**src/rtl/rgbw_pwm_engine.sv**
```systemverilog
// rgbw_pwm_engine
//   Four-channel (R/G/B/W) PWM engine with double-buffered duty registers.
//   Duty values are captured into shadow registers by a load strobe and
//   become active only at a period boundary (counter wrap), or immediately
//   while the engine is disabled. Each PWM output is registered and reflects
//   the comparison (cnt < active) made on the previous tick edge.
//
// Parameters
//   PERIOD_MAX    last counter value; one period is PERIOD_MAX+1 ticks
//
// Ports
//   clk           system clock, rising-edge active
//   reset         asynchronous active-low reset
//   tick          prescaler enable; counter and outputs advance only when 1
//   en            engine enable; 0 forces outputs low and the counter to 0
//   load          single-cycle strobe capturing duty_* into the shadow regs
//   duty_r/g/b/w  requested 8-bit duty values
//   pending       shadow holds values not yet applied
//   upd_ack       one-cycle pulse after shadow values become active
//   period_start  one-cycle pulse after each counter wrap to 0
//   d_r/g/b/w     registered PWM drive outputs
module rgbw_pwm_engine #(
  parameter int unsigned PERIOD_MAX = 254
) (
  input  logic       clk,
  input  logic       reset,
  input  logic       tick,
  input  logic       en,
  input  logic       load,
  input  logic [7:0] duty_r,
  input  logic [7:0] duty_g,
  input  logic [7:0] duty_b,
  input  logic [7:0] duty_w,
  output logic       pending,
  output logic       upd_ack,
  output logic       period_start,
  output logic       d_r,
  output logic       d_g,
  output logic       d_b,
  output logic       d_w
);

  localparam logic [7:0] CNT_LAST = 8'(PERIOD_MAX);

  logic [7:0]      cnt;
  logic [3:0][7:0] shadow;
  logic [3:0][7:0] active;
  logic [3:0][7:0] duty_in;
  logic [3:0]      drive;
  logic [3:0]      hit;
  logic            advance;
  logic            wrap;
  logic            xfer;

  assign duty_in = {duty_w, duty_b, duty_g, duty_r};
  assign {d_w, d_b, d_g, d_r} = drive;

  always_comb begin
    advance = en & tick;
    wrap    = advance & (cnt == CNT_LAST);
    // Shadow moves to active at a period boundary, or at once while disabled
    // since no period is running to protect.
    xfer    = pending & (wrap | ~en);
    for (int unsigned i = 0; i < 4; i++) begin
      hit[i] = (cnt < active[i]);
    end
  end

  // Period counter and registered PWM outputs
  always_ff @(posedge clk or negedge reset) begin
    if (!reset) begin
      cnt          <= '0;
      drive        <= '0;
      period_start <= 1'b0;
    end else begin
      period_start <= wrap;
      if (!en) begin
        cnt   <= '0;
        drive <= '0;
      end else if (tick) begin
        // Compare uses the pre-increment count and the pre-transfer active
        // values, so a transfer on the wrap edge affects the next period only.
        drive <= hit;
        cnt   <= wrap ? '0 : cnt + 8'd1;
      end
    end
  end

  // Shadow/active double buffer. A load coinciding with a transfer moves the
  // old shadow to active while capturing the new values, leaving pending set.
  always_ff @(posedge clk or negedge reset) begin
    if (!reset) begin
      shadow  <= '0;
      active  <= '0;
      pending <= 1'b0;
      upd_ack <= 1'b0;
    end else begin
      upd_ack <= xfer;
      if (xfer) begin
        active <= shadow;
      end
      if (load) begin
        shadow  <= duty_in;
        pending <= 1'b1;
      end else if (xfer) begin
        pending <= 1'b0;
      end
    end
  end

endmodule
```
**config.mk**
```make
export PLATFORM = sky130hd
export DESIGN_NAME = rgbw_pwm_engine
export DESIGN_NICKNAME = d
export VERILOG_FILES = /design/src/rtl/rgbw_pwm_engine.sv
export SDC_FILE = /design/constraint.sdc
export NUM_CORES = 1
export LEC_CHECK = 0
export ABC_AREA = 1
export CAP_MARGIN = 5
export CORE_UTILIZATION = 56
export DETAILED_ROUTE_END_ITERATION = 7
export HOLD_SLACK_MARGIN = 0.02
export PLACE_DENSITY = 0.79
export SETUP_SLACK_MARGIN = 0.5
export SLEW_MARGIN = 10
export SYNTH_ARGS = -nofsm -noshare
export SYNTH_HDL_FRONTEND = slang
export SYNTH_SLANG_ARGS = --single-unit
```
**constraint.sdc**
```tcl
create_clock -name clk -period 1.7 [get_ports clk]
set_input_delay 0.17 -clock clk [delete_from_list [all_inputs] [get_ports clk]]
set_output_delay 0.17 -clock clk [all_outputs]
set_load 0.05 [all_outputs]
```
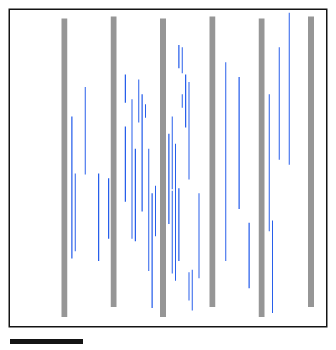
**Above:** M4 wires.
The bar under the picture is 20 microns long. Supply wires on this layer in gray.
longest straight run: 54.4 microns
main direction: vertical
share of all routed wire: 6.5%
wire length on this layer: 805 microns
nets with wire on the layer: 31

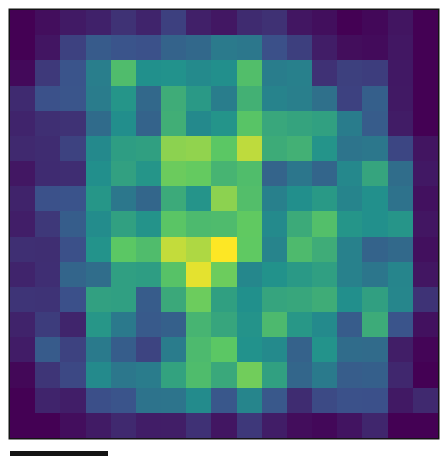
**Above:** wiring heat map.
The bar under the picture is 20 microns long. The die is cut into 17 by 17 equal tiles; dark purple is low, yellow is high, scaled to the fullest tile. Values are wire area over tile area, all layers added.
densest ninth of the die: middle
fullest tile: 0.79
tiles over half the peak: 30%
mean over tiles: 0.28

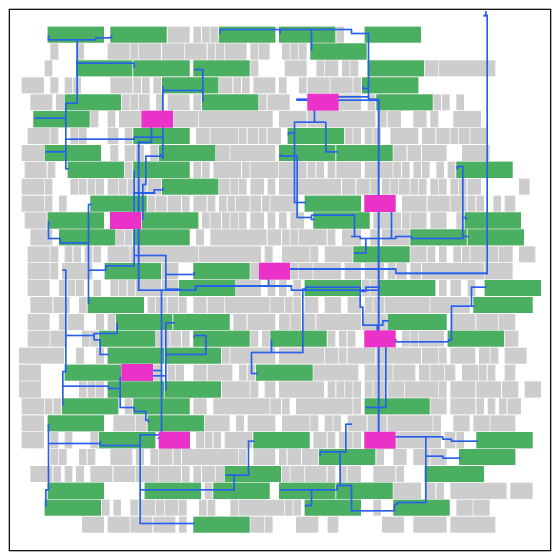
**Above:** routed clock nets over the placement.
[clock wires] blue | length: 956 microns
[clock-net drivers] magenta | count: 9
[flip-flops] green | count: 79
flops lie: widely spread
routed clock nets: 10

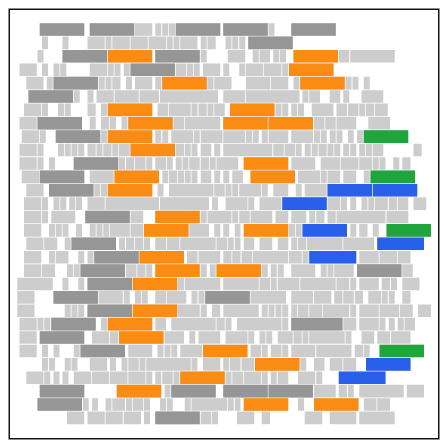
**Above:** sequential cells grouped by signal name.
| signal | color | sequential cells |
|---|---|---|
| `cnt` | blue | 8 |
| `active` | orange | 32 |
| `drive` | green | 4 |
not colored: 35

==> reports/metrics.cfg <==
[final_layout]
num_antenna_cells=0
flop_area_sq_mm=0.00198
final_nets=642
fill_cells=382
logic_area_sq_mm=0.00210
fin_cells=676
stdcell_area_sq_mm=0.00562
lay_top_count=nand2_1
final_cell_mix=175 x nand2_1, 75 x dfrtp_1, 47 x inv_1

[detailed_routing]
wire_per_inst_microns=18.4
routed.top_layer=met4
wl_met2_mm=6.05
post-route-drc-count=0
totalWireLength_mm=12.4
detail-route-antenna-nets=0
route.met3.wl_microns=950
viasPerCell=5.64

[clock_network]
cts_tree=yes
path_clk_slew_ns=0.09
postCtsSetupBuffers=11
cts_resized=81
clockBufferDepth=2
cts_buffers=9
worstSkewPairLatency_ns=0.37

[floorplan]
rows=30
die_x_microns=86.9
die-area_sq_mm=0.00756
num_io_pins=44
core_area_sq_mm=0.00687

[timing]
tns_ns=0
slew_headroom_pct=75.7
worst_slew_pin_slew_ns=0.364
setup_viol=0
fin_crit_sh_pct=97.5
whs_ns=0.255
hold_viol=0
grt_setup_unrepaired=true
fin_crit_ns=1.66

[power]
p_comb_share_pct=27.5
switching_share_pct=32.8
p_sw_uw=1760
leakagePower_uw=0.00291
ir_worst_vdd_mv=0.597
clkPwrFrac_pct=30.1

[synth]
synthesis.nets=558
synth-edff-count=0
async_flop_share_pct=100
top_cells_by_area=dfrtp_1 49%, nand2_1 21%, ha_1 9.3%
largest_area_cell=dfrtp_1
ys_seq_share_pct=48.9
synth_top_cell_by_count=nand2_1
synth_flops=79
synth_area_sq_mm=0.00404
ys_warn_count=0
synth_cells=491
top_area_share_pct=48.9

[grt]
grt_util_all_layers_pct=32.4
grt_pass1_vias=3640
grt_antenna_before_repair=0
grt-busiest-layer=met2
overflow=0
grt_pass1_wl_mm=18.0
grt_max_degree=34
met2_usage_pct=53.8
met3_usage_pct=6.16

[worst_setup_path]
cp_max_fo=7
rr_endpoint=drive[0]$_DFFE_PN0P_
end_kind=flop
arrival_ns=1.92
cp_num_cells=6
worst-path-buf-inv=0
path_delay_family=simple AND/OR/NAND/NOR gates
cp_cell_sequence=ha_1, nand2_1, nor2_1, nand2_1, nand2_2, nand2_1
reg2reg_from=cnt[7]$_DFFE_PN0P_
crit_path_end=drive[0]$_DFFE_PN0P_
r2r_slack_ns=0.04
required_ns=1.96
cpMaxStageDelayCell=dfrtp_2
startpoint=cnt[7]$_DFFE_PN0P_
critPathMaxStageDelay_ns=0.49
rr_worst_depth=6

[placement]
hpwl_mm=6.13
dpl_worst_slack_ns=0.0178
place_congestion=0.789

[flow_run]
warning_count=30
cap_violations=0

[run_status]
status=finished, final reports clean

[min_path]
min_path_type=input port to async pin

## power by group through the flow
stage	logic [uW]	registers, uW	clock network (uW)
5_1_grt	1600	2300	1700
4_1_cts	1210	2250	1610
3_5_place_dp	955	2280	0
2_1_floorplan	567	2280	0
6_report	1480	2280	1620
3_3_place_gp	897	2270	0
## cell families (layout without fill, tap and decap cells)
group	count (synthesis)	count (layout)	share of synthesized area, %
flip-flops	79	79	48.9
buffers and inverters	68	154	7.71
AND-OR/OR-AND	12	12	1.61
AND/OR/NAND/NOR	302	305	32.4
adder cells (fa/ha/maj)	30	30	9.29
## final cells by class
type,count,area share (%)
clock buffer,10,2.45
clock inverter,6,1.65
inverter,50,3.34
multi-input combinational,347,37.5
sequential,79,35.3
tap,96,2.14
timing repair buffer,88,17.6
Power and IR drop assume default switching activity.
